==> src/rtl/fetch_unit.sv <==
// Instruction fetch stage: owns the PC, issues req/ack memory reads and holds
// fetched words in a 2-entry prefetch queue. A redirect flushes and restarts fetch.
//   state    | meaning
//   ST_RUN   | normal fetch, queue filled on ack
//   ST_DRAIN | waiting out a request made stale by a redirect, data discarded
`timescale 1ns/1ps
module fetch_unit #(
    parameter int unsigned           DATA_BUS_WIDTH = 36,
    parameter int unsigned           ADDR_WIDTH     = 16,
    parameter logic [ADDR_WIDTH-1:0] RESET_PC       = '0
) (
    input  logic                      clk,
    input  logic                      rst_n,
    output logic                      mem_req_o,
    output logic [ADDR_WIDTH-1:0]     mem_addr_o,
    input  logic                      mem_ack_i,
    input  logic [DATA_BUS_WIDTH-1:0] mem_rdata_i,
    output logic [DATA_BUS_WIDTH-1:0] fetch_data_o,
    output logic [ADDR_WIDTH-1:0]     fetch_pc_o,
    output logic                      fetch_valid_o,
    input  logic                      fetch_ready_i,
    input  logic                      redirect_i,
    input  logic [ADDR_WIDTH-1:0]     redirect_pc_i
);

    typedef enum logic {ST_RUN, ST_DRAIN} state_t;

    state_t                    state_q, state_d;
    logic [ADDR_WIDTH-1:0]     next_pc_q, next_pc_d;
    logic                      req_q, req_d;
    logic [ADDR_WIDTH-1:0]     addr_q, addr_d;
    logic [1:0]                count_q, count_d;
    logic [DATA_BUS_WIDTH-1:0] data_q [2];
    logic [DATA_BUS_WIDTH-1:0] data_d [2];
    logic [ADDR_WIDTH-1:0]     pc_q [2];
    logic [ADDR_WIDTH-1:0]     pc_d [2];

    logic                      pop;
    logic                      ack;
    logic                      outstanding;
    logic [1:0]                count_after_pop;
    logic [ADDR_WIDTH-1:0]     drain_target;

    assign fetch_valid_o = (count_q != 2'd0) && (state_q == ST_RUN);
    assign fetch_data_o  = fetch_valid_o ? data_q[0] : '0;
    assign fetch_pc_o    = fetch_valid_o ? pc_q[0] : '0;
    assign mem_req_o     = req_q;
    assign mem_addr_o    = addr_q;

    assign pop             = fetch_valid_o && fetch_ready_i;
    assign ack             = req_q && mem_ack_i;
    assign outstanding     = req_q && !mem_ack_i;
    assign count_after_pop = count_q - {1'b0, pop};
    assign drain_target    = redirect_i ? redirect_pc_i : next_pc_q;

    always_comb begin
        state_d   = state_q;
        next_pc_d = next_pc_q;
        req_d     = req_q;
        addr_d    = addr_q;
        count_d   = count_q;
        data_d    = data_q;
        pc_d      = pc_q;

        case (state_q)
            ST_RUN: begin
                if (pop) begin
                    data_d[0] = data_q[1];
                    pc_d[0]   = pc_q[1];
                end
                if (redirect_i) begin
                    count_d = 2'd0;
                    if (outstanding) begin
                        state_d   = ST_DRAIN;
                        next_pc_d = redirect_pc_i;
                    end else begin
                        req_d     = 1'b1;
                        addr_d    = redirect_pc_i;
                        next_pc_d = redirect_pc_i + ADDR_WIDTH'(1);
                    end
                end else begin
                    count_d = count_after_pop;
                    if (ack) begin
                        // slot reservation guarantees count_after_pop <= 1 here
                        if (count_after_pop == 2'd0) begin
                            data_d[0] = mem_rdata_i;
                            pc_d[0]   = addr_q;
                        end else begin
                            data_d[1] = mem_rdata_i;
                            pc_d[1]   = addr_q;
                        end
                        count_d = count_after_pop + 2'd1;
                    end
                    if (!outstanding) begin
                        if (count_d < 2'd2) begin
                            req_d     = 1'b1;
                            addr_d    = next_pc_q;
                            next_pc_d = next_pc_q + ADDR_WIDTH'(1);
                        end else begin
                            req_d = 1'b0;
                        end
                    end
                end
            end
            ST_DRAIN: begin
                next_pc_d = drain_target;
                if (ack) begin
                    state_d   = ST_RUN;
                    req_d     = 1'b1;
                    addr_d    = drain_target;
                    next_pc_d = drain_target + ADDR_WIDTH'(1);
                end
            end
        endcase
    end

    always_ff @(posedge clk or negedge rst_n) begin
        if (!rst_n) begin
            state_q   <= ST_RUN;
            next_pc_q <= RESET_PC;
            req_q     <= 1'b0;
            addr_q    <= '0;
            count_q   <= 2'd0;
            data_q[0] <= '0;
            data_q[1] <= '0;
            pc_q[0]   <= '0;
            pc_q[1]   <= '0;
        end else begin
            state_q   <= state_d;
            next_pc_q <= next_pc_d;
            req_q     <= req_d;
            addr_q    <= addr_d;
            count_q   <= count_d;
            data_q[0] <= data_d[0];
            data_q[1] <= data_d[1];
            pc_q[0]   <= pc_d[0];
            pc_q[1]   <= pc_d[1];
        end
    end

endmodule
==> config.mk <==
export PLATFORM = sky130hd
export DESIGN_NAME = fetch_unit
export DESIGN_NICKNAME = d
export VERILOG_FILES = /design/src/rtl/fetch_unit.sv
export SDC_FILE = /design/constraint.sdc
export NUM_CORES = 1
export LEC_CHECK = 0
export ABC_AREA = 1
export CAP_MARGIN = 20
export CORE_MARGIN = 1
export CORE_UTILIZATION = 42
export DETAILED_ROUTE_END_ITERATION = 10
export GPL_TIMING_DRIVEN = 0
export PLACE_DENSITY_LB_ADDON = 0.1
export SETUP_SLACK_MARGIN = 0.3
export SLEW_MARGIN = 10
export SYNTH_ARGS = -nofsm -noshare
export SYNTH_HDL_FRONTEND = slang
export SYNTH_SLANG_ARGS = --single-unit
==> constraint.sdc <==
create_clock -name clk -period 6.3 [get_ports clk]
set_input_delay 1.89 -clock clk [delete_from_list [all_inputs] [get_ports clk]]
set_output_delay 1.89 -clock clk [all_outputs]
set_load 0.01 [all_outputs]
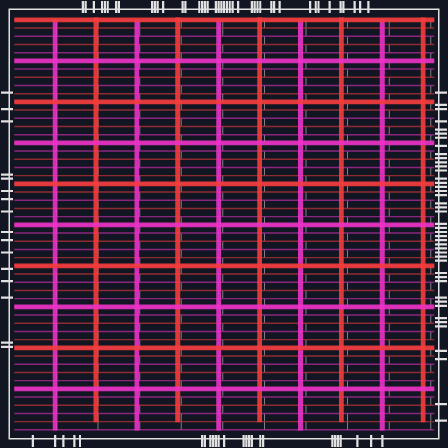
Fig. 1. Supply network (run 1).
Pins as bars on the die edge. Tap cells in grey.
legend:
  magenta:
    net: VSS
  red:
    net: VDD
tap cells: 260
met5 straps: 10
rows: 50
signal pins: 127
area inside the core boundary: 19000 um2
DIE WIDTH: 142 um
IR Drop Worst-Case VDD: 219 uV
vertical die dimension: 142 um

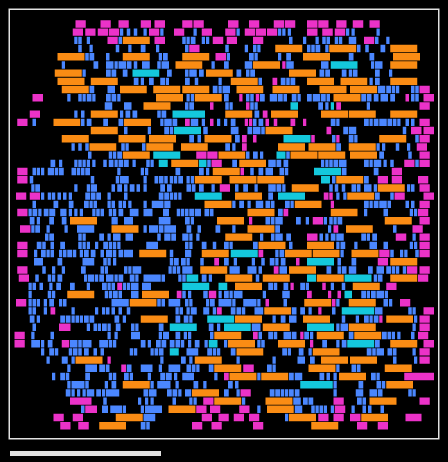
Fig. 2. Cells coloured by class (run 1).
Scale bar: 50 um.
legend:
  cyan:
    class: clock drivers and dummy loads
    cells: 32
    share_of_their_area: 6.1%
  orange:
    class: flops
    cells: 140
    share_of_their_area: 35%
  magenta:
    class: other buffers and delay cells
    cells: 185
    share_of_their_area: 16%
  blue:
    class: combinational and other logic
    cells: 942
    share_of_their_area: 44%
final instance area: 10500 um2
standard-cell rows: 50
register fraction of the total cell area: 33.5%
final core utilization: 55.2%

==> PnR_summary.wiki, run 1 <==
== Implementation results ==
{| class="wikitable"
! Metric !! Value
|-
| Met2 wirelength from detailed routing || 10800 um
|-
| Flip-flops with a built-in enable || 0
|-
| Status || finished clean
|-
| Kind of launch point of the worst setup path || input pin
|-
| Global-route wire length before repair || around 38000 um
|-
| Invs w/o clock || between 200 and 250
|-
| Path depth of the worst reg2reg path || 16
|-
| Buffer cell driving the clock tree root || clkbuf_16
|-
| Maximum fanout encountered on the critical timing path || 10
|-
| Vias per inst || between 5 and 6
|-
| Routing usage on met2 || about two fifths
|-
| # H-tree levels || 4
|-
| Maximum capacitance violations || 0
|-
| Total Power Consumption || approximately 4.7 mW
|-
| Clk buf depth || 2
|-
| Synth flops || between 100 and 150
|-
| Sequential cell area || between 3000 and 4000 um2
|-
| Final hold slack || between 400 and 500 ps
|-
| I/O pin count || 127
|-
| Drt drc || 0
|-
| Drt wl/cell || ~15 um
|-
| RSZ-0062 raised after global routing || no
|-
| FF-to-FF End || data_q[46]
|-
| Clock tree from TritonCTS || done
|-
| Wire length after detailed routing || between 20000 and 25000 um
|-
| Commonest cells post-synth || nand2_1 (218), inv_1 (216), o21ai_0 (189)
|-
| Fin Setup TNS || 0 ps
|-
| Tapcells inserted || roughly 260
|-
| Final-layout clock buffer total || 18
|-
| Worst reg-to-reg setup slack || approximately 2800 ps
|-
| Most area-hungry cell type in the Yosys netlist || dfrtp_1
|-
| Fraction of final layout cells sized beyond drive strength 1 || 8.01%
|}
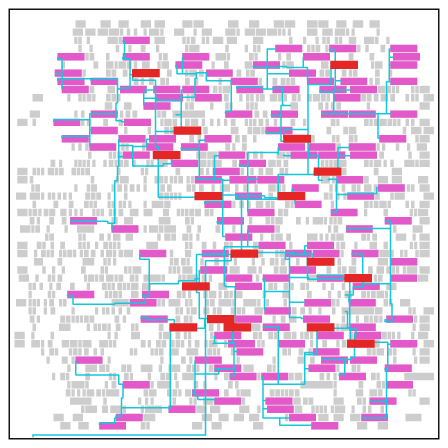
Fig. 3. Clock wires, drivers and flops (run 1).
legend:
  red:
    item: clock drivers
    count: 17
  cyan:
    item: clock wires
    length: 1890 um
  magenta:
    item: flip-flops
    count: 140
flops lie: widely spread
Clk Latency, worst-skew pair: 430 ps
Clock Skews: 9.73 ps
power share of the clock group: 22.3%
clock-net power: 1.05 mW

## run 1: critical path, cell delays in order
cell and delay [ps]:
clkdlybuf4s50_1 390, nand2_1 340, clkbuf_1 380, inv_1 100, ha_1 200, xor2_1 180, inv_1 70, ha_1 130
inv_1 60, nor3_1 170, inv_1 180, o21ai_2 430, clkbuf_1 410, o21ai_0 160, inv_1 70
## run 1: worst min-delay path by stage
stage,slack [ps],endpoint,depth (start not counted)
2_1_floorplan,450,data_q[0],2
3_3_place_gp,460,data_q[9],2
3_5_place_dp,470,pc_q[4],2
4_1_cts,480,pc_q[7],2
5_1_grt,500,pc_q[7],2
6_report,480,pc_q[1],2
## run 1: cells by family after synthesis
logic type	after synthesis	share of synthesized area, %
buffers and inverters	280	13.6
xor gates and xnor gates	7	0.745
AOI/OAI and AO/OA	291	20.5
and+or+nand+nor	417	21.9
DFF	140	42.6
adders and majority gates	5	0.760
## run 1: registers in the layout, indices dropped and copies added, names as in the netlist
signal and cells:
pc_q 32, mem_req_o 1, mem_addr_o 16, next_pc_q 16, state_q 1, count_q 2
data_q 72
## run 1: where the power goes
| part | leakage, nW | internal [mW] | switching (mW) |
|---|---|---|---|
| Clock | 0.290 | 0.631 | 0.420 |
| Combinational | 3.16 | 0.805 | 1.23 |
| Sequential | 1.69 | 1.34 | 0.274 |
## run 1: cell usage in the layout, fill, tap and decap left out, drive strengths merged, types with 2 or more instances in the layout
cell type / instances
nand3b: 2
nand2: 235
o21ai: 214
clkdlybuf4s50: 125
dfrtp: 140
buf: 29
bufinv: 3
o211ai: 54
nand4: 9
nor3: 7
clkinv: 5
xor2: 7
nor2: 114
a21oi: 17
clkbuf: 49
nand3: 50
clkinvlp: 3
ha: 5
inv: 225
Fig. 4: run 1, register map, names as in the netlist
Other sequential cells in the stronger grey, the rest of the logic in the fainter grey.
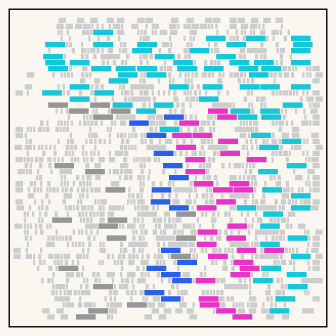

==> inputs of run 2 (changes only) <==
Clock period 6.3 ns to 4.94 ns, I/O delays scaled along.
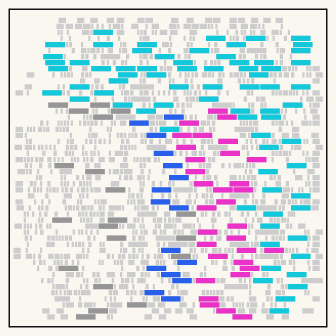
Fig. 5. Register map, names as in the netlist (run 2).
Other sequential cells in the stronger grey, the rest of the logic in the fainter grey.
legend:
  magenta:
    netlist_name: pc_q
    sequential_cells: 32
  cyan:
    netlist_name: data_q
    sequential_cells: 72
    where: widely spread
  blue:
    netlist_name: mem_addr_o
    sequential_cells: 16
not coloured: 20
register fraction of the total cell area: 33.5%
Sequential cell area: 3500 um2
final core utilization: 55.2%
Seq. pwr: 2.06 mW

==> PnR_summary.wiki, run 2 <==
== Implementation results ==
{| class="wikitable"
! Metric !! Value
|-
| Status || finished clean
|-
| Met2 wirelength from detailed routing || 10800 um (+0.28%)
|-
| Drt drc || 0 (unchanged)
|-
| IR Drop Worst-Case VDD || 282 uV (+28%)
|-
| CP peak stage delay || 390 ps (-40 ps)
|-
| I/O pin count || 127 (unchanged)
|-
| Post-Synthesis Cell Area || around 8000 um2
|-
| Critical-path cell list || clkdlybuf4s50_1, nand2_1, clkbuf_1, inv_1, ha_1, xor2_1, inv_1, ha_1, inv_1, nor3_1, inv_1, buf_2, clkbuf_2, o21ai_0, o211ai_1, o21ai_0, inv_1
|-
| Commonest cells post-synth || nand2_1 (218), inv_1 (216), o21ai_0 (189)
|-
| Flip-flop count of the largest register after layout || 72 (unchanged)
|-
| Tapcells inserted || 260 (unchanged)
|-
| Maximum capacitance violations || 0 (unchanged)
|-
| Slowest stage cell, crit path || clkdlybuf4s50_1
|-
| Flip-flops with a built-in enable || 0 (unchanged)
|-
| Global-route wire length before repair || 38100 um (unchanged)
|-
| DIE WIDTH || 142 um (unchanged)
|-
| Cell mode on critical path || inv_1
|-
| Kind of launch point of the worst setup path || input pin
|-
| Final instance area || 10500 um2 (about the same)
|-
| RSZ-0062 raised after global routing || no
|-
| Synth flops || 140 (unchanged)
|-
| Wire length after detailed routing || 23200 um (about the same)
|-
| Fraction of final layout cells sized beyond drive strength 1 || 8.39% (+0.38 points)
|-
| Fin Setup TNS || 0 ps (unchanged)
|-
| Buffer cell driving the clock tree root || clkbuf_16
|-
| Routing usage on met2 || 39.2% (unchanged)
|-
| Largest registers || data_q: 72 flops, pc_q: 32 flops
|-
| Vias per inst || 5.03 (+0.35%)
|-
| Standard-cell rows || 50 (unchanged)
|-
| Largest reg by FF count || data_q
|-
| Drt wl/cell || 14.9 um (about the same)
|-
| Detailed-routing iteration count for the pre-antenna-repair pass || 4
|-
| Most numerous logic cell after layout || nand2_1
|-
| Final-layout clock buffer total || 18 (unchanged)
|-
| Vertical die dimension || 142 um (unchanged)
|-
| Maximum fanout encountered on the critical timing path || 10 (unchanged)
|-
| Clock tree from TritonCTS || done
|-
| Total Power Consumption || 6.00 mW (+28%)
|-
| Most common logic cells in the final layout || nand2_1 (218), inv_1 (216), o21ai_0 (189), dfrtp_1 (140), clkdlybuf4s50_1 (125)
|-
| Most area-hungry cell type in the Yosys netlist || dfrtp_1
|-
| Number of buffers added by the clock tree synthesis step || 17
|-
| FMAX || approximately 0.23 GHz
|}
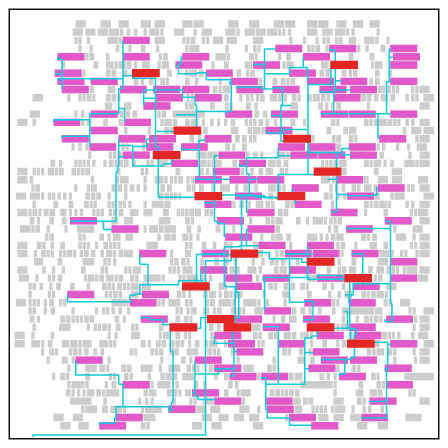
Fig. 6. Clock wires, drivers and flops (run 2).
legend:
  cyan:
    item: clock wires
    length: 1890 um
  magenta:
    item: flip-flops
    count: 140
  red:
    item: clock drivers
    count: 17
routed clock nets: 18
flops lie: widely spread
clock-net power: 1.34 mW
Clock Skews: 10.9 ps

## run 2: cell counts after synthesis
No cell type changed its count.
## run 2: cell families after synthesis
kind of cell,share of synthesized area (%)
AND-OR/OR-AND,20.5
XOR/XNOR,0.745
adder cells (fa/ha/maj),0.760
buffers and inverters,13.6
AND/OR/NAND/NOR,21.9
flip-flops,42.6
## run 2: power by group
group | total [mW] | internal (mW) | switching (mW) | leakage (nW)
combinational | 2.61 | 1.03 | 1.58 | 3.17
clock | 1.34 | 0.805 | 0.533 | 0.290
sequential | 2.06 | 1.71 | 0.348 | 1.69
total | 6.00 | 3.54 | 2.46 | 5.15
## run 2: worst max-delay path, delay by kind of cell
family	cells	cell delay [ps]
compound gates	3	310
xor+xnor	1	240
simple gates	2	400
buf+inv	9	1880
fa+ha+maj	2	370
## run 2: final timing paths
kind / to / slack (ps) / cells past startpoint
worst max-delay path: pc_q[23] / 600 / 17
worst min-delay path: pc_q[1] / 480 / 2
worst max register to register: pc_q[23] / 1500 / 18
worst min register to register: pc_q[1] / 480 / 2
max in group asynchronous: data_q[12] / 3190 / 2
min in group asynchronous: data_q[69] / 960 / 1
## run 2: timing repair
| item | CTS | global route |
|---|---|---|
| gates resized | 0 | 10 |
| buffers inserted | 0 | 0 |
| setup endpoints to repair | 0 | 28 |
| hold buffers | 0 | 0 |
## run 2: metrics by stage
step,hold slack [ps],util (%)
final,480,55.2
after global routing,500,55.2
after CTS,484,55.2
after detailed placement,468,52.0
after global placement,461,51.8
after floorplan,448,-
Power is estimated from default activity; no workload was simulated.
